==> src/rtl/pix_reset_seq.sv <==
// pix_reset_seq
//
// Pixel-domain reset sequencer. Synchronises the clock generator's
// asynchronous lock flag into clk_25m, holds the pixel domain in reset until
// lock has been stable for HOLD_CYCLES cycles, and re-asserts reset as soon
// as lock is lost.
//
// Parameters:
//   SYNC_STAGES  synchroniser depth for locked (>= 2)
//   HOLD_CYCLES  cycles locked must stay high before reset releases (>= 1)
//
// Ports:
//   clk_25m     in   pixel clock, sole clock
//   reset       in   asynchronous active-high reset
//   locked      in   clock-generator lock status, asynchronous to clk_25m
//   rst_pix     out  registered active-high reset for pixel-domain logic
//   ready       out  registered, always the complement of rst_pix
//   loss_count  out  saturating count of lock-loss events while running
//
// Build option:
//   PIX_RESET_SEQ_LOSS_CNT_EN  when defined, loss_count counts RUN -> WAIT_LOCK
//                              transitions (saturating at 255); otherwise it
//                              is tied to zero and no counter flops exist.
module pix_reset_seq #(
  parameter int SYNC_STAGES = 2,
  parameter int HOLD_CYCLES = 16
) (
  input  logic       clk_25m,
  input  logic       reset,
  input  logic       locked,
  output logic       rst_pix,
  output logic       ready,
  output logic [7:0] loss_count
);

  localparam int CW = $clog2(HOLD_CYCLES + 1);
  localparam logic [CW-1:0] CNT_LAST = CW'(HOLD_CYCLES - 1);

  typedef enum logic [1:0] {
    WAIT_LOCK = 2'd0,
    SETTLE    = 2'd1,
    RUN       = 2'd2
  } state_t;

  state_t                 state;
  state_t                 state_nx;
  logic [SYNC_STAGES-1:0] locked_sync;
  logic                   locked_s;
  logic [CW-1:0]          cnt;
  logic [CW-1:0]          cnt_nx;

  assign locked_s = locked_sync[SYNC_STAGES-1];

  // Next-state decode. In SETTLE a drop of lock is tested before the
  // terminal count so that a loss on the final settle cycle keeps reset high.
  always_comb begin
    state_nx = state;
    cnt_nx   = cnt;
    case (state)
      WAIT_LOCK: begin
        if (locked_s) begin
          state_nx = SETTLE;
          cnt_nx   = '0;
        end
      end
      SETTLE: begin
        if (!locked_s) begin
          state_nx = WAIT_LOCK;
        end else if (cnt == CNT_LAST) begin
          state_nx = RUN;
        end else begin
          cnt_nx = cnt + CW'(1);
        end
      end
      RUN: begin
        if (!locked_s) begin
          state_nx = WAIT_LOCK;
        end
      end
      default: state_nx = WAIT_LOCK;
    endcase
  end

  // Synchroniser, state register and registered outputs. rst_pix and ready
  // are both derived from state_nx so they switch on the same edge the state
  // enters or leaves RUN and can never disagree.
  always_ff @(posedge clk_25m or posedge reset) begin
    if (reset) begin
      locked_sync <= '0;
      state       <= WAIT_LOCK;
      cnt         <= '0;
      rst_pix     <= 1'b1;
      ready       <= 1'b0;
    end else begin
      locked_sync <= {locked_sync[SYNC_STAGES-2:0], locked};
      state       <= state_nx;
      cnt         <= cnt_nx;
      rst_pix     <= (state_nx != RUN);
      ready       <= (state_nx == RUN);
    end
  end

`ifdef PIX_RESET_SEQ_LOSS_CNT_EN
  logic loss_evt;

  function automatic logic [7:0] sat_inc(input logic [7:0] val);
    return (val == 8'hFF) ? val : val + 8'd1;
  endfunction

  assign loss_evt = (state == RUN) && (state_nx == WAIT_LOCK);

  always_ff @(posedge clk_25m or posedge reset) begin
    if (reset) begin
      loss_count <= 8'd0;
    end else if (loss_evt) begin
      loss_count <= sat_inc(loss_count);
    end
  end
`else
  assign loss_count = 8'd0;
`endif

endmodule

==> config.mk <==
export PLATFORM = sky130hd
export DESIGN_NAME = pix_reset_seq
export DESIGN_NICKNAME = d
export VERILOG_FILES = /design/src/rtl/pix_reset_seq.sv
export SDC_FILE = /design/constraint.sdc
export NUM_CORES = 1
export LEC_CHECK = 0
export ABC_AREA = 1
export CELL_PAD_IN_SITES_DETAIL_PLACEMENT = 1
export CELL_PAD_IN_SITES_GLOBAL_PLACEMENT = 1
export CORE_UTILIZATION = 36
export CTS_CLUSTER_SIZE = 28
export DETAILED_ROUTE_END_ITERATION = 12
export PLACE_DENSITY_LB_ADDON = 0.12
export SLEW_MARGIN = 20
export SYNTH_ARGS = -nofsm -noshare
export SYNTH_HDL_FRONTEND = slang
export SYNTH_SLANG_ARGS = --single-unit
==> constraint.sdc <==
create_clock -name clk_25m -period 3.74 [get_ports clk_25m]
set_clock_uncertainty 0.1 [all_clocks]
set_input_delay 0.748 -clock clk_25m [delete_from_list [all_inputs] [get_ports clk_25m]]
set_output_delay 0.748 -clock clk_25m [all_outputs]
set_load 0.02 [all_outputs]
==> impl_metrics.yaml, run 1 <==
# implementation run metrics
setup_path:
  arrival_ps: 1360
  crit_path_max_fanout: 1
  worst_path_largest_cell_delay_ps: 590
yosys:
  netlist_instances: 60
  top_cells_by_count: "nand2_1, dfrtp_1, buf_4, inv_1"
  netlist_area_um2: 543.0
  top_area_share_pct: 46.08
  yosysChipArea_um2: 543.0
  ys.flops: 11
  syn_avg_cell_area_um2: 9.050
  topCellsByArea: "dfrtp_1, buf_4, nand2_1, dfstp_2, ha_1"
  synth.distinct_cells: 16
clock_network:
  worstSkewPairLatency_ps: 260
  cts_num_sinks: 11
global_routing:
  grt_pass1_vias: 322
  groute.usage.overall_pct: 13.72
  grt_overflow: 0
pwr:
  p_leak_uw: 0.0003179
floorplanning:
  die_area_um2: 1668
  die_w_um: 40.84
  ios: 13
routing:
  detail_route.wl_per_cell_um: 10.63
  drt-total-wl_um: 872
  drtPass1Iterations: 2
finish:
  diodes: 0
sta:
  hold_violations: 0
  drv_slew: 0
  fin_ws_ps: 1531
  rsz0062_at_grt: "no"
  fin_crit_ps: 2209
place:
  gp_congestion: 0.6741
status:
  status: "completed"
run 1: registers in the layout (all words and copies together) (netlist names):
name,count
cnt,5
locked_sync,2
ready,1
rst_pix,1
state,2
run 1: final timing paths:
path | endpoint | depth (start not counted)
max | rst_pix | 1
min | locked_sync[1] | 0
max reg2reg | cnt[0] | 10
min reg2reg | locked_sync[1] | 0
max in group asynchronous | rst_pix | 2
min in group asynchronous | cnt[0] | 2
run 1: stage by stage:
step                area (um^2)  utilization [%]  power [uW]
CTS                       594.3            44.02       239.1
global placement          568.0            42.08       157.0
finish                    594.3            44.02       233.7
global route              594.3            44.02       247.4
floorplan                 569.3                -       157.5
detailed placement        568.0            42.08       157.4
run 1: logic make-up (layout without fill, tap and decap cells):
logic type               Yosys count  after routing  share of synthesized area, %
AND/OR/NAND/NOR                   24             24                         21.89
flip-flops                        11             11                         50.92
buffers and inverters             18             18                         17.97
AND-OR/OR-AND                      4              4                         3.917
adder cells (fa/ha/maj)            2              2                         4.608
other                              1              8                        0.6906
run 1: cell type report:
class	count	area (um^2)
clock buffer	4	26.28
fill	166	755.7
inverter	10	37.54
multi-input combinational	38	195.2
sequential	11	276.5
tap	15	18.77
timing repair buffer	4	40.04
run 1: worst register-to-register path, delay by kind of cell, from the launching register on:
family                     cells  cell delay (ps)
adders and majority gates      2              420
DFF                            1              410
buffers and inverters          2              130
AOI/OAI and AO/OA              1               60
and+or+nand+nor                5              420
run 1: power breakdown:
group,leakage (uW),switching (uW),internal [uW]
Clock,0.0000150,37.7,41.2
Combinational,0.000162,17.2,8.12
Sequential,0.000141,5.15,124
Total,0.000318,60.0,174
run 1: per-layer routing:
metal	routed length, um	GRT usage [%]
met1	430	18.46
met2	402	18.75
met3	28	3.261
met4	11	10.00
met5	0	0
run 1: cells in the final DEF (no fill, tap or decap):
| cell | n |
|---|---|
| o21ai_1 | 2 |
| clkbuf_4 | 3 |
| nand3_1 | 4 |
| clkdlybuf4s50_1 | 4 |
| o22ai_1 | 1 |
| nand2_2 | 2 |
| dfstp_2 | 1 |
| nand2_1 | 12 |
| a21oi_1 | 1 |
| conb_1 | 8 |
| inv_1 | 6 |
| nor2_8 | 1 |
| or2_2 | 1 |
| ha_1 | 2 |
| inv_2 | 4 |
| clkbuf_1 | 1 |
| nor2_1 | 4 |
| dfrtp_1 | 10 |
run_1/clock_map.png
The bar under the picture is 10 um long.
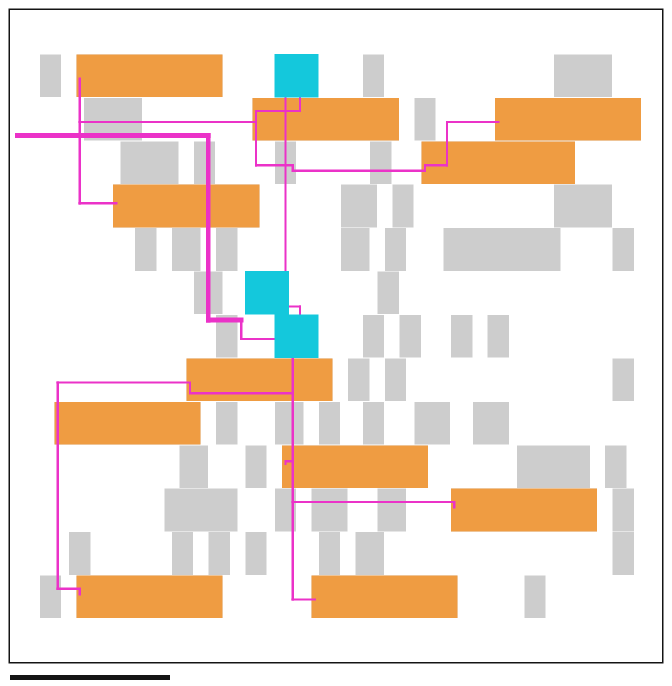
[cyan] cells driving clock nets | count: 3
[orange] flip-flops | count: 11
[magenta] clock wires | length: 158 um
routed clock nets: 4

run_1/cell_classes.png
Fill, decap, tap and diode cells in gray.
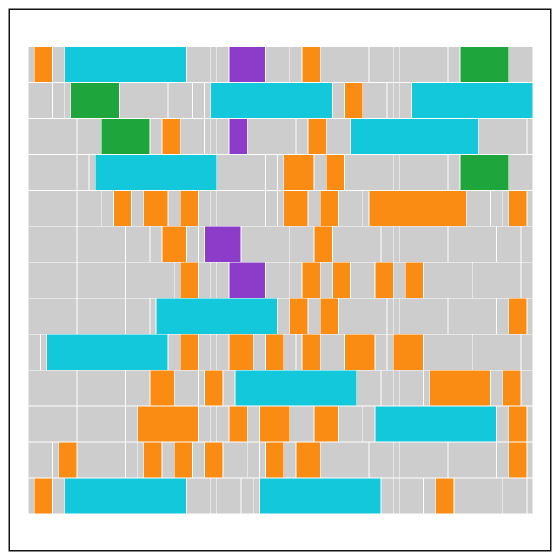
[orange] all other logic | cells: 48
[green] other buffers and delay cells | cells: 4
[purple] clock drivers and dummy loads | cells: 4
[cyan] flops | cells: 11

run_1/final_placement.png
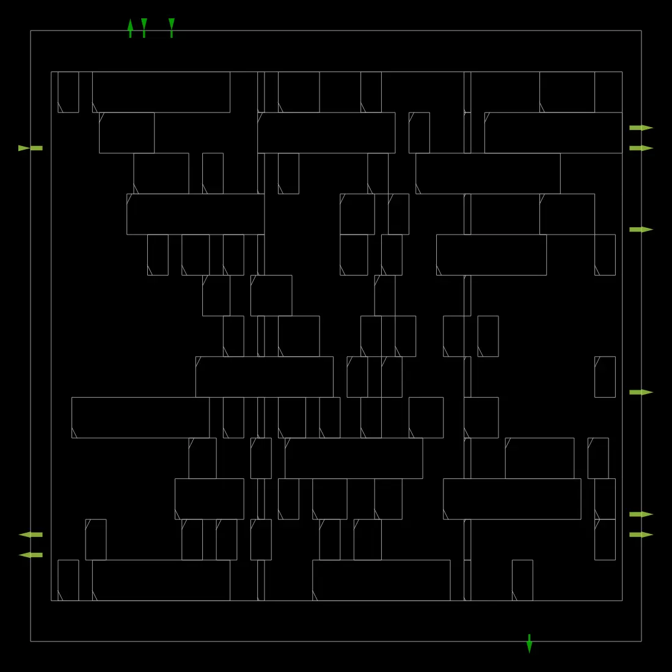
fillers: 166
core area: 1350 um^2
fin util: 44.02%
tap cells: 15
sequential cell count: 11

run_1/pins.png
Pins as bars across the die edge, other pins in gray.
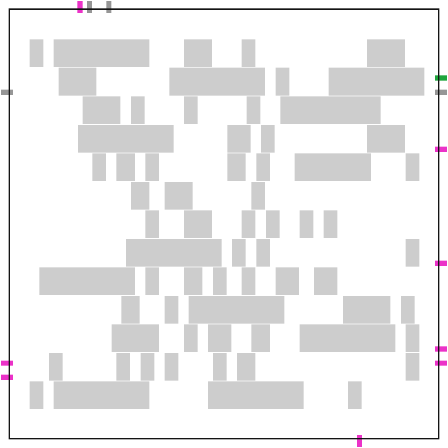

==> run 2: changes to the inputs <==
--- a/config.mk
+++ b/config.mk
@@ -8,7 +8,8 @@
 export ABC_AREA = 1
 export CELL_PAD_IN_SITES_DETAIL_PLACEMENT = 1
 export CELL_PAD_IN_SITES_GLOBAL_PLACEMENT = 1
-export CORE_UTILIZATION = 36
+export CORE_ASPECT_RATIO = 0.75
+export CORE_UTILIZATION = 31
 export CTS_CLUSTER_SIZE = 28
 export DETAILED_ROUTE_END_ITERATION = 12
 export PLACE_DENSITY_LB_ADDON = 0.12
==> constraint.sdc (replaced) <==
create_clock -name clk_25m -period 1.9 [get_ports clk_25m]
set_clock_uncertainty 0.1 [all_clocks]
set_input_delay 0.38 -clock clk_25m [delete_from_list [all_inputs] [get_ports clk_25m]]
set_output_delay 0.38 -clock clk_25m [all_outputs]
set_load 0.02 [all_outputs]
run_2/pins.png
Pins as bars across the die edge, other pins in gray.
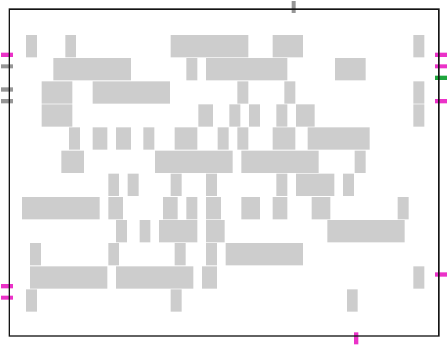
[green] ready | pins: 1 | direction: output | edge: east
[magenta] loss_count | pins: 8 | direction: output | edge: 4 east, 3 west, 1 south

run_2/cell_classes.png
Fill, decap, tap and diode cells in gray.
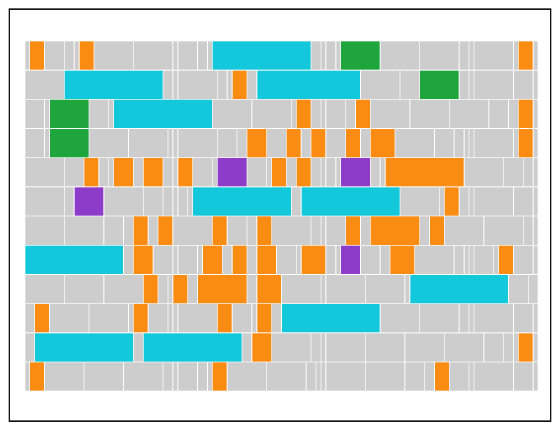
[purple] clock drivers and dummy loads | cells: 4
[orange] all other logic | cells: 48
[green] other buffers and delay cells | cells: 4
[cyan] flops | cells: 11

==> run 2 against run 1 <==
Clock power is 110% higher. Core utilization is 5.4 points lower. Wire length is 1.9% lower. Power is 100% higher. First-iteration DRC count is 25% lower. Non-clock buffer count stayed put. Global-route usage is 1.8 points lower. Area after synthesis stayed put.
==> impl_metrics.yaml, run 2 <==
# implementation run metrics
global_routing:
  grt_pass1_vias: 357
  met1_usage_pct: 14.11
finish:
  register_area_um2: 276.5
  largest_reg_flops: 5
  diodes: 0
  top_register: "cnt"
  reg_top3: "cnt x5, locked_sync x2, state x2"
  nFillCells: 198
place:
  gp_congestion: 0.7301
setup_path:
  arrival_ps: 1370
  worst_path_largest_cell_delay_ps: 590
routing:
  drtPass1Iterations: 4
  drt-total-wl_um: 855
  detail_route.wl_per_cell_um: 9.716
yosys:
  netlist_instances: 60
  ys.flops: 11
  netlist_area_um2: 543.0
  syn_avg_cell_area_um2: 9.050
  topCellsByArea: "dfrtp_1, buf_4, nand2_1, dfstp_2, ha_1"
  synth.distinct_cells: 16
  top_area_share_pct: 46.08
status:
  status: "completed"
sta:
  drv_slew: 0
  fin_crit_ps: 1854
  rsz0062_at_grt: "no"
clock_network:
  worstSkewPairLatency_ps: 270
-- run 2: cell counts after synthesis --
Identical to the previous run, type by type.
-- run 2: layout make-up --
| class | count | share of cell area (%) |
|---|---|---|
| timing repair buffer | 4 | 6.639 |
| sequential | 11 | 45.85 |
| clock inverter | 1 | 0.8299 |
| inverter | 10 | 6.224 |
| multi-input combinational | 38 | 32.37 |
| clock buffer | 3 | 3.734 |
| tap | 21 | 4.357 |
-- run 2: final timing paths --
path	startpoint	endpoint	slack [ps]	cells after the start
hold / removal	locked_sync[0]	locked_sync[1]	260	0
hold reg to reg	locked_sync[0]	locked_sync[1]	260	0
min in group asynchronous	reset	locked_sync[0]	290	2
max in group asynchronous	reset	rst_pix	1080	2
setup / recovery	rst_pix	rst_pix	50	1
setup reg to reg	cnt[0]	cnt[3]	290	10
-- run 2: through the flow --
| step | hold slack, ps | util, % | setup slack (ps) | cell area, um^2 |
|---|---|---|---|---|
| final | 256.4 | 38.62 | 46.43 | 603.1 |
| after global routing | 275.4 | 38.62 | 3.217 | 603.1 |
| after CTS | 260.1 | 38.62 | 35.67 | 603.1 |
| after detailed placement | 240.5 | 36.86 | 296.3 | 575.6 |
| after global placement | 233.0 | 36.86 | 313.7 | 575.6 |
| after floorplan | 131.7 | - | 416.2 | 569.3 |
-- run 2: kinds of logic after synthesis --
kind of cell	count (synthesis)	synth area share [%]
simple gates	24	21.89
buf+inv	18	17.97
flops	11	50.92
compound gates	4	3.917
fa+ha+maj	2	4.608
other cells	1	0.6906
-- run 2: per-layer routing --
layer | routed length, um | part of all wire [%]
met1 | 439 | 51
met2 | 348 | 41
met3 | 66 | 7.7
met4 | 0 | 0
met5 | 0 | 0
-- run 2: where the power goes --
group	total [uW]	switching [uW]	internal, uW
Clock	166	88.4	78.0
Combinational	50.2	34.2	16.0
Sequential	254	9.70	245
Total	471	132	339
-- run 2: worst register-to-register path, delay by kind of cell (launching register included) --
| family | cells | cell delay [ps] |
|---|---|---|
| adder cells (fa/ha/maj) | 2 | 400 |
| buffers and inverters | 1 | 60 |
| flip-flops | 1 | 410 |
| AND/OR/NAND/NOR | 7 | 530 |
run_2/metal_stack.png
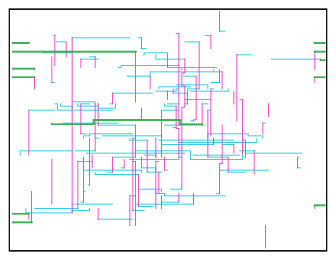

==> run 3: changes to the inputs <==
--- a/config.mk
+++ b/config.mk
@@ -8,12 +8,12 @@
 export ABC_AREA = 1
 export CELL_PAD_IN_SITES_DETAIL_PLACEMENT = 1
 export CELL_PAD_IN_SITES_GLOBAL_PLACEMENT = 1
-export CORE_ASPECT_RATIO = 0.75
-export CORE_UTILIZATION = 31
+export CORE_MARGIN = 10
+export CORE_UTILIZATION = 33
+export CTS_BUF_LIST = sky130_fd_sc_hd__clkbuf_8
 export CTS_CLUSTER_SIZE = 28
 export DETAILED_ROUTE_END_ITERATION = 12
 export PLACE_DENSITY_LB_ADDON = 0.12
-export SLEW_MARGIN = 20
 export SYNTH_ARGS = -nofsm -noshare
 export SYNTH_HDL_FRONTEND = slang
 export SYNTH_SLANG_ARGS = --single-unit
run_3/metal_stack.png
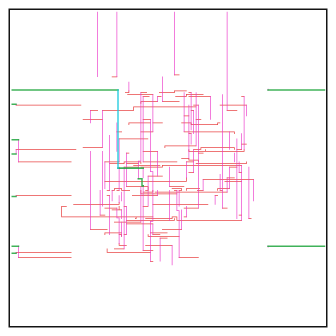
[green] met3 | wire length: 54.0 um
[cyan] met4 | wire length: 15.0 um
[red] met1 | wire length: 493 um
[magenta] met2 | wire length: 503 um

==> run 3 against run 2 <==
Die size grew 91%. Register-to-register slack is essentially flat. Fmax grew 2.0%. Combinational power grew 2%. Sequential share of layout area shrank 0.84 points. Sequential power is essentially flat.
==> impl_metrics.yaml, run 3 <==
# implementation run metrics
global_routing:
  grt_pass1_vias: 420
  groute.usage.overall_pct: 7.065
  grt_overflow: 0
worst_hold_path:
  min_to: "locked_sync[1]"
  hold_start: "locked_sync[0]"
  hold_path_depth: 0
pwr:
  p_leak_uw: 0.0003299
yosys:
  top_area_share_pct: 46.08
  top_cells_by_count: "nand2_1, dfrtp_1, buf_4, inv_1"
  synth.distinct_cells: 16
  netlist_area_um2: 543.0
  topCellsByArea: "dfrtp_1, buf_4, nand2_1, dfstp_2, ha_1"
  syn_avg_cell_area_um2: 9.050
finish:
  final_cell_mix: "nand2_1, dfrtp_1, conb_1"
  register_area_um2: 276.5
  layout_top_cell: "nand2_1"
  largest_reg_flops: 5
  top_register: "cnt"
floorplanning:
  die_w_um: 60.57
sta:
  drv_slew: 0
  fin_crit_ps: 1817
place:
  gp_congestion: 0.6940
  dp_slack_ps: 276.5
setup_path:
  arrival_ps: 1340
  r2r_start: "cnt[0]"
  crit_path_max_fanout: 1
  worst_path_largest_cell_delay_ps: 600
  rr_worst_depth: 10
routing:
  drtPass1Iterations: 3
  detail_route.wl_per_cell_um: 12.82
  drt-total-wl_mm: 1.064
status:
  status: "completed"
clock_network:
  worstSkewPairLatency_ps: 230
run_3/cell_classes.png
Fill, decap, tap and diode cells in gray.
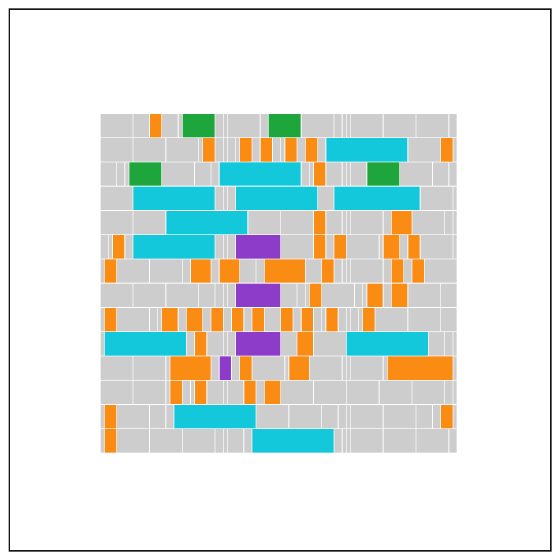
[purple] clock drivers and dummy loads | cells: 4
[green] other buffers and delay cells | cells: 4
[orange] all other logic | cells: 48
[cyan] flops | cells: 11

run 3: cell counts after synthesis:
Identical to the previous run, type by type.
run 3: cell type report:
| cell class | instances | area share, % |
|---|---|---|
| Multi-Input combinational cell | 38 | 31.77 |
| Sequential cell | 11 | 45.01 |
| Timing Repair Buffer | 4 | 6.517 |
| Clock inverter | 1 | 0.6110 |
| Inverter | 10 | 6.110 |
| Tap cell | 16 | 3.259 |
| Clock buffer | 3 | 6.721 |
run 3: worst max-delay path by stage:
stage	startpoint	slack, ps	to	depth (start not counted)
after global placement	cnt[0]	310	cnt[0]	10
after global routing	rst_pix	30	rst_pix	1
after floorplan	cnt[0]	420	cnt[3]	10
final	rst_pix	80	rst_pix	1
after CTS	rst_pix	70	rst_pix	1
after detailed placement	cnt[0]	280	cnt[1]	10
run 3: kinds of logic after synthesis:
| logic type | synth area share (%) |
|---|---|
| flops | 50.92 |
| compound gates | 3.917 |
| other cells | 0.6906 |
| fa+ha+maj | 4.608 |
| buf+inv | 17.97 |
| simple gates | 21.89 |
run 3: per-stage QoR:
| stage | cell area [um^2] | power (uW) | util [%] | hold WS (ps) |
|---|---|---|---|---|
| floorplan | 569.3 | 310.1 | - | 131.7 |
| global placement | 569.3 | 309.0 | 37.36 | 233.9 |
| detailed placement | 569.3 | 311.6 | 37.36 | 238.6 |
| CTS | 614.3 | 541.1 | 40.31 | 242.5 |
| global route | 614.3 | 567.5 | 40.31 | 255.8 |
| finish | 614.3 | 533.0 | 40.31 | 242.6 |
run 3: power by group:
group	internal (uW)	total [uW]	switching, uW	leakage, uW
logic	16.3	51.3	35.0	0.000162
clock network	142	226	84.2	0.0000269
registers	246	256	10.4	0.000141
total	403	533	130	0.000330
run 3: layer usage:
layer,global-route usage [%],wire [um]
met2,11.06,502
met1,8.602,492
met4,2.821,14
met5,0,0
met3,2.505,54
Power and IR drop assume default switching activity.
